**Gate families picked out**

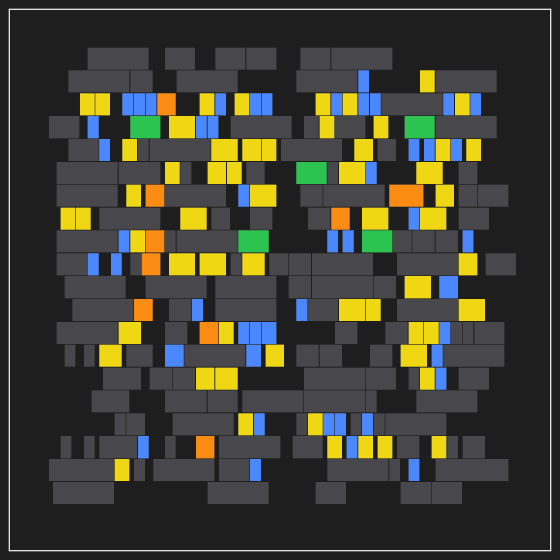
**Routed clock nets over the placement**

Bar = 20 µm.
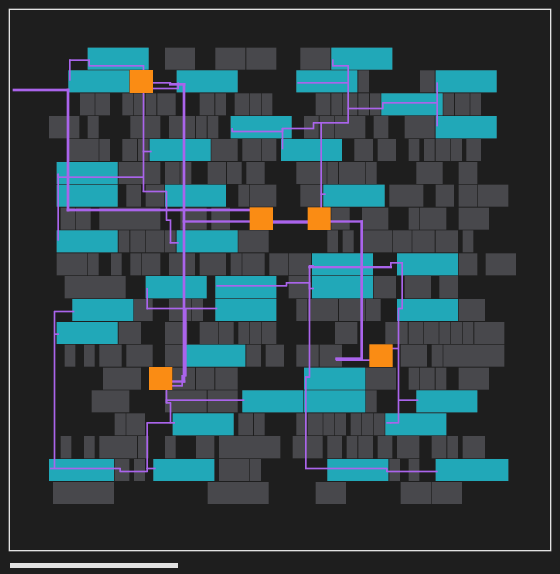
**Sequential cells grouped by signal name**

Other sequential cells in the stronger grey, the rest of the logic in the fainter grey.
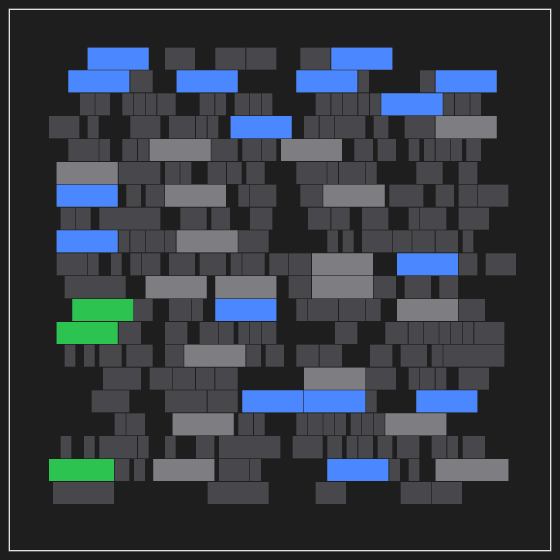
**Cells by drive strength**

Bar = 20 µm.
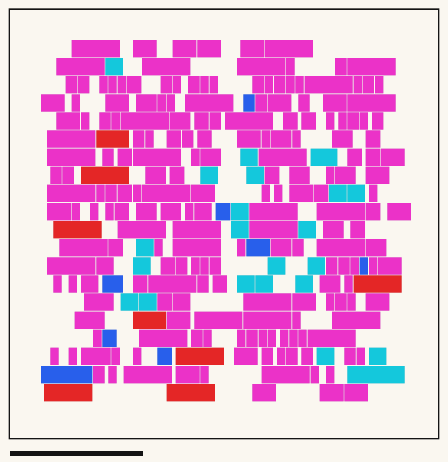
## src/rtl/ddr_ser_altera_if.sv

```systemverilog
// Word-input handshake bundle for the DDR serializer: the producer drives data/valid,
// the serializer answers with ready.
interface ddr_ser_altera_if #(
    parameter int DATA_W = 16
);
    logic [DATA_W-1:0] data_i;
    logic              valid_i;
    logic              ready_o;

    modport master (
        output data_i,
        output valid_i,
        input  ready_o
    );

    modport slave (
        input  data_i,
        input  valid_i,
        output ready_o
    );
endinterface

```

## src/rtl/ddr_ser_altera.sv

```systemverilog
// Parallel-to-DDR serializer: one bit pair per clock with a one-word holding register.
// Optional build macro DDR_SER_LSB_FIRST_EN reverses the pair order (LSB pair first).
module ddr_ser_altera #(
    parameter int          DATA_W = 16,
    parameter logic [1:0]  IDLE   = 2'b00
) (
    input  logic              clk_i,
    input  logic              rst_i,
    ddr_ser_altera_if.slave   in_if,
    output logic [1:0]        ddr_o,
    output logic              frame_o,
    output logic              busy_o
);
    localparam int              P    = DATA_W / 2;
    localparam int              CW   = (P > 1) ? $clog2(P) : 1;
    localparam logic [CW-1:0]   LAST = CW'(P - 1);

    logic [DATA_W-1:0] sh;
    logic [DATA_W-1:0] hold;
    logic [DATA_W-1:0] sh_next;
    logic [CW-1:0]     cnt;
    logic              sh_vld;
    logic              hold_vld;
    logic              accept;
    logic              last_pair;
    logic              free;
    logic [1:0]        cur_pair;

    assign in_if.ready_o = !hold_vld;
    assign accept        = in_if.valid_i && !hold_vld;
    assign last_pair     = sh_vld && (cnt == LAST);
    assign free          = !sh_vld || last_pair;

`ifdef DDR_SER_LSB_FIRST_EN
    assign sh_next  = {2'b00, sh[DATA_W-1:2]};
    assign cur_pair = sh[1:0];
`else
    assign sh_next  = {sh[DATA_W-3:0], 2'b00};
    assign cur_pair = {sh[DATA_W-2], sh[DATA_W-1]};
`endif

    // A held word always wins the shifter over a fresh accept so ordering is preserved;
    // the fresh word only bypasses hold when hold is empty.
    always_ff @(posedge clk_i) begin
        if (!rst_i) begin
            sh       <= '0;
            hold     <= '0;
            cnt      <= '0;
            sh_vld   <= 1'b0;
            hold_vld <= 1'b0;
        end else if (free && hold_vld) begin
            sh       <= hold;
            cnt      <= '0;
            sh_vld   <= 1'b1;
            hold_vld <= accept;
            if (accept) begin
                hold <= in_if.data_i;
            end
        end else if (free && accept) begin
            sh     <= in_if.data_i;
            cnt    <= '0;
            sh_vld <= 1'b1;
        end else if (last_pair) begin
            sh_vld <= 1'b0;
        end else if (sh_vld) begin
            cnt <= cnt + 1'b1;
            sh  <= sh_next;
            if (accept) begin
                hold     <= in_if.data_i;
                hold_vld <= 1'b1;
            end
        end
    end

    assign ddr_o   = sh_vld ? cur_pair : IDLE;
    assign frame_o = sh_vld && (cnt == '0);
    assign busy_o  = sh_vld || hold_vld;
endmodule

```

## src/flat_wrapper.sv

```systemverilog
// flat-port wrapper written by rule: the top's interface ports become plain ports
module ddr_ser_altera_flat 
#(
    parameter int          DATA_W = 16,
    parameter logic [1:0]  IDLE   = 2'b00
)
  (clk_i, rst_i, ddr_o, frame_o, busy_o, in_if_data_i, in_if_valid_i, in_if_ready_o);
  ddr_ser_altera_if #(.DATA_W(DATA_W)) in_if_i ();
  input  logic clk_i;
  input  logic rst_i;
  output logic [1:0] ddr_o;
  output logic frame_o;
  output logic busy_o;
  input wire logic [$bits(in_if_i.data_i)-1:0] in_if_data_i;
  input wire logic [$bits(in_if_i.valid_i)-1:0] in_if_valid_i;
  output wire logic [$bits(in_if_i.ready_o)-1:0] in_if_ready_o;
  assign in_if_i.data_i = in_if_data_i;
  assign in_if_i.valid_i = in_if_valid_i;
  assign in_if_ready_o = in_if_i.ready_o;
  ddr_ser_altera #(.DATA_W(DATA_W), .IDLE(IDLE)) u_core (.clk_i(clk_i), .rst_i(rst_i), .in_if(in_if_i), .ddr_o(ddr_o), .frame_o(frame_o), .busy_o(busy_o));
endmodule
```

## config.mk

```make
export PLATFORM = sky130hd
export DESIGN_NAME = ddr_ser_altera_flat
export DESIGN_NICKNAME = d
export VERILOG_FILES = /design/src/rtl/ddr_ser_altera_if.sv /design/src/rtl/ddr_ser_altera.sv /design/src/flat_wrapper.sv
export SDC_FILE = /design/constraint.sdc
export NUM_CORES = 1
export LEC_CHECK = 0
export CAP_MARGIN = 20
export CORE_MARGIN = 4
export CORE_UTILIZATION = 53
export DETAILED_ROUTE_END_ITERATION = 10
export PLACE_DENSITY_LB_ADDON = 0.08
export SLEW_MARGIN = 20
export SYNTH_ARGS = -nofsm -noshare
export SYNTH_HDL_FRONTEND = slang
export SYNTH_SLANG_ARGS = --single-unit
```

## constraint.sdc

```tcl
create_clock -name clk_i -period 1.8 [get_ports clk_i]
set_input_delay 0.36 -clock clk_i [delete_from_list [all_inputs] [get_ports clk_i]]
set_output_delay 0.36 -clock clk_i [all_outputs]
set_load 0.1 [all_outputs]
```

==> out/metrics.yaml <==
r2r_start: "u_core.cnt[0]$_SDFFE_PP0P_"
fp.dieW_um: 64.3
timing.hold.ws_ps: 460
dp_cells: 274
dr_wl_met2_um: 2070
ctsResizeCount: 2
synthCells: 207
holdPathEnd: "u_core.hold[4]$_SDFFE_PN0P_"
top_cell: "nand2_1"
synth_area_um2: 1680
whs_path_depth: 2
nWellTaps: 44
hp-start: "u_core.hold[4]$_SDFFE_PN0P_"
syn_area_per_cell_um2: 8.11
fin_nets: 260
via_per_inst: 5.66
critPathLaunch: "u_core.hold_vld$_SDFFE_PN0P_"
dieArea_um2: 4130
yosys_warnings: 0
top_cells_by_count: "43 x nand2_1, 37 x dfxtp_1, 21 x a21oi_1, 19 x nor2_1, 12 x o221ai_1"
wl_met3_um: 199
tightestPinTransition_ps: 328
drv_slew: 0
drt_iter0_markers: 103
cp_cell_sequence: "buf_4 -> or2_2 -> buf_12"
aoi_share_pct: 24.2
synthAdderAreaFrac_pct: 2.24
top_regs: "u_core.hold (16), u_core.sh (16), u_core.cnt (3)"
clockBufferDepth: 2
cts_inserted_buffers: 5
required_ps: 1440
status: "finished, final reports clean"
flops: 37
place_ws_ps: 80.0
ys_sh_mux_pct: 1.19
core-area_um2: 3050
combGateArea_um2: 846
grt_usage_pct: 21.5
grtUsageMet1_pct: 25.4
top_logic_kind: "AND-OR/OR-AND gates"
dominant_cells: "combinational gates"
p_leak_nw: 0.850
clock-sinks: 37
gr-usage-met3_pct: 4.92
ant_nets: 0
ys_cells: 207
first_global_vias: 1542
ir_drop_uv: 530
buf_share_pct: 19.3
synth-seq-area-share_pct: 44.1
post-route-util_pct: 70.2
vias: 1601
cts_root_buf: "clkbuf_4"
reg2reg_slack_ps: 90
final_hold_viol_count: 0
overflow: 0
route.detailed.wl_per_inst_um: 14.7
placed_cell_area_um2: 2060
path_buffers: 2
regArea_um2: 746
end_kind: "output pin"
async_flop_share_pct: 0
log.warning_count: 28
cts_setup_buffers: 1
fmax_mhz: 575
worstRegToRegCells: 7
yosys_area_um2: 1680
top_layer: "met4"
fp_nets: 229
cts_htree_levels: 2
initCoreUtil_pct: 55.0
finalSetupTns_ps: 0
slowest_stage: "dfxtp_4"
sh_seq_area_pct: 34.8
cts_tree: "built"
synth-simple-area-share_pct: 22.6
grt_util_met2_pct: 37.5
hp-class: "reg2reg"
comb_cells: 151
max_slew_margin_pct: 78.0
clk_pin_slew_worst_paths_ps: 110
dp_hpwl_um: 2950
grt_pass1_wl_um: 6940
slowest_delay_ps: 360
chipHeight_um: 64.3
synth-xor-area-share_pct: 0
ys.flops: 37
fp-row-count: 20
first_pass_iters: 4
crit_end: "busy_o"
timing.rr.end: "u_core.sh[3]$_SDFFE_PN0P_"
busiest_layer: "met2"
edf_count: 0
nClkBuffers: 7
grt_antenna_before_repair: 0
p_per_area_nw_per_um2: 834
synth.top_cells.by_area: "dfxtp_1 44%, nand2_1 9.6%, a21oi_1 6.3%"
finalClockPeriodUsage_pct: 96.6
antenna_cells: 0
cap_violations: 0
finalSetupViolCount: 0
routed_wl_um: 4150
startpoint_type: "register"
ctsHoldBuffers: 0
synth_top_cell_by_area: "dfxtp_1"
critical_path_arrival_ps: 1380
min_period_ps: 1740
port_buffers: 23
clk_share_pct: 3.27
About 'gate families picked out':
- AND-OR and OR-AND gates: green (cells 5)
- inverting AOI/OAI gates: yellow (cells 57)
- AND and OR gates: orange (cells 9)
- NAND gates: blue (cells 47)
Layout Cells excl Fill: 283
Comb area share: 39.4%
most numerous logic cell after layout: nand2_1

About 'routed clock nets over the placement':
- flip-flops: cyan (count 37)
- clock drivers: orange (count 5)
- clock wires: purple (length 432 µm)
- flops lie: spread over the die
Latency at later pin: 350 ps
Fin Clk Skew: 9.42 ps
Clk. pwr: 499 µW
Clock Power Share: 27.9%

About 'sequential cells grouped by signal name':
- u_core.hold: blue (placed flops 16; where spread over the die)
- u_core.cnt: green (placed flops 3)
- not coloured: 18

About 'cells by drive strength':
- _2 cells: blue (cells 8; share 3.3%; most used nor2_2)
- _6 and larger: red (cells 8; share 3.3%; most used buf_12)
- _3 and _4 cells: cyan (cells 22; share 9.2%; most used buf_4)
- _0 and _1 cells: magenta (cells 201; share 84%; most used nand2_1)
Layout area overhead: 27.8%
Buffers, non-clock: 39
Setup WS post-layout: 62.0 ps
Finished Cell Area: 2140 µm²

-- power by group --
group,switching (mW),leakage (nW),internal [mW]
clock network,0.272,0.0413,0.226
logic,0.211,0.504,0.173
registers,0.0334,0.305,0.872
total,0.517,0.850,1.27
-- layout by cell type (no fill, tap or decap), types with 2 or more instances in the layout --
master	Yosys	final
nand2_1	43	43
dfxtp_1	37	35
a21oi_1	21	21
nor2_1	19	18
clkdlybuf4s50_1	0	18
buf_4	1	15
o221ai_1	12	12
o21ai_0	11	11
a31oi_1	7	7
nor2b_1	6	6
buf_12	0	6
o211a_1	5	5
or3_1	5	5
clkbuf_4	0	5
a22oi_1	4	4
inv_1	3	3
ha_1	3	3
and2_1	2	2
nor2_2	1	2
nand2b_1	2	2
o2bb2ai_1	2	2
mux2i_1	2	2
nand3_1	2	2
clkbuf_8	0	2
Power and IR drop assume default switching activity.
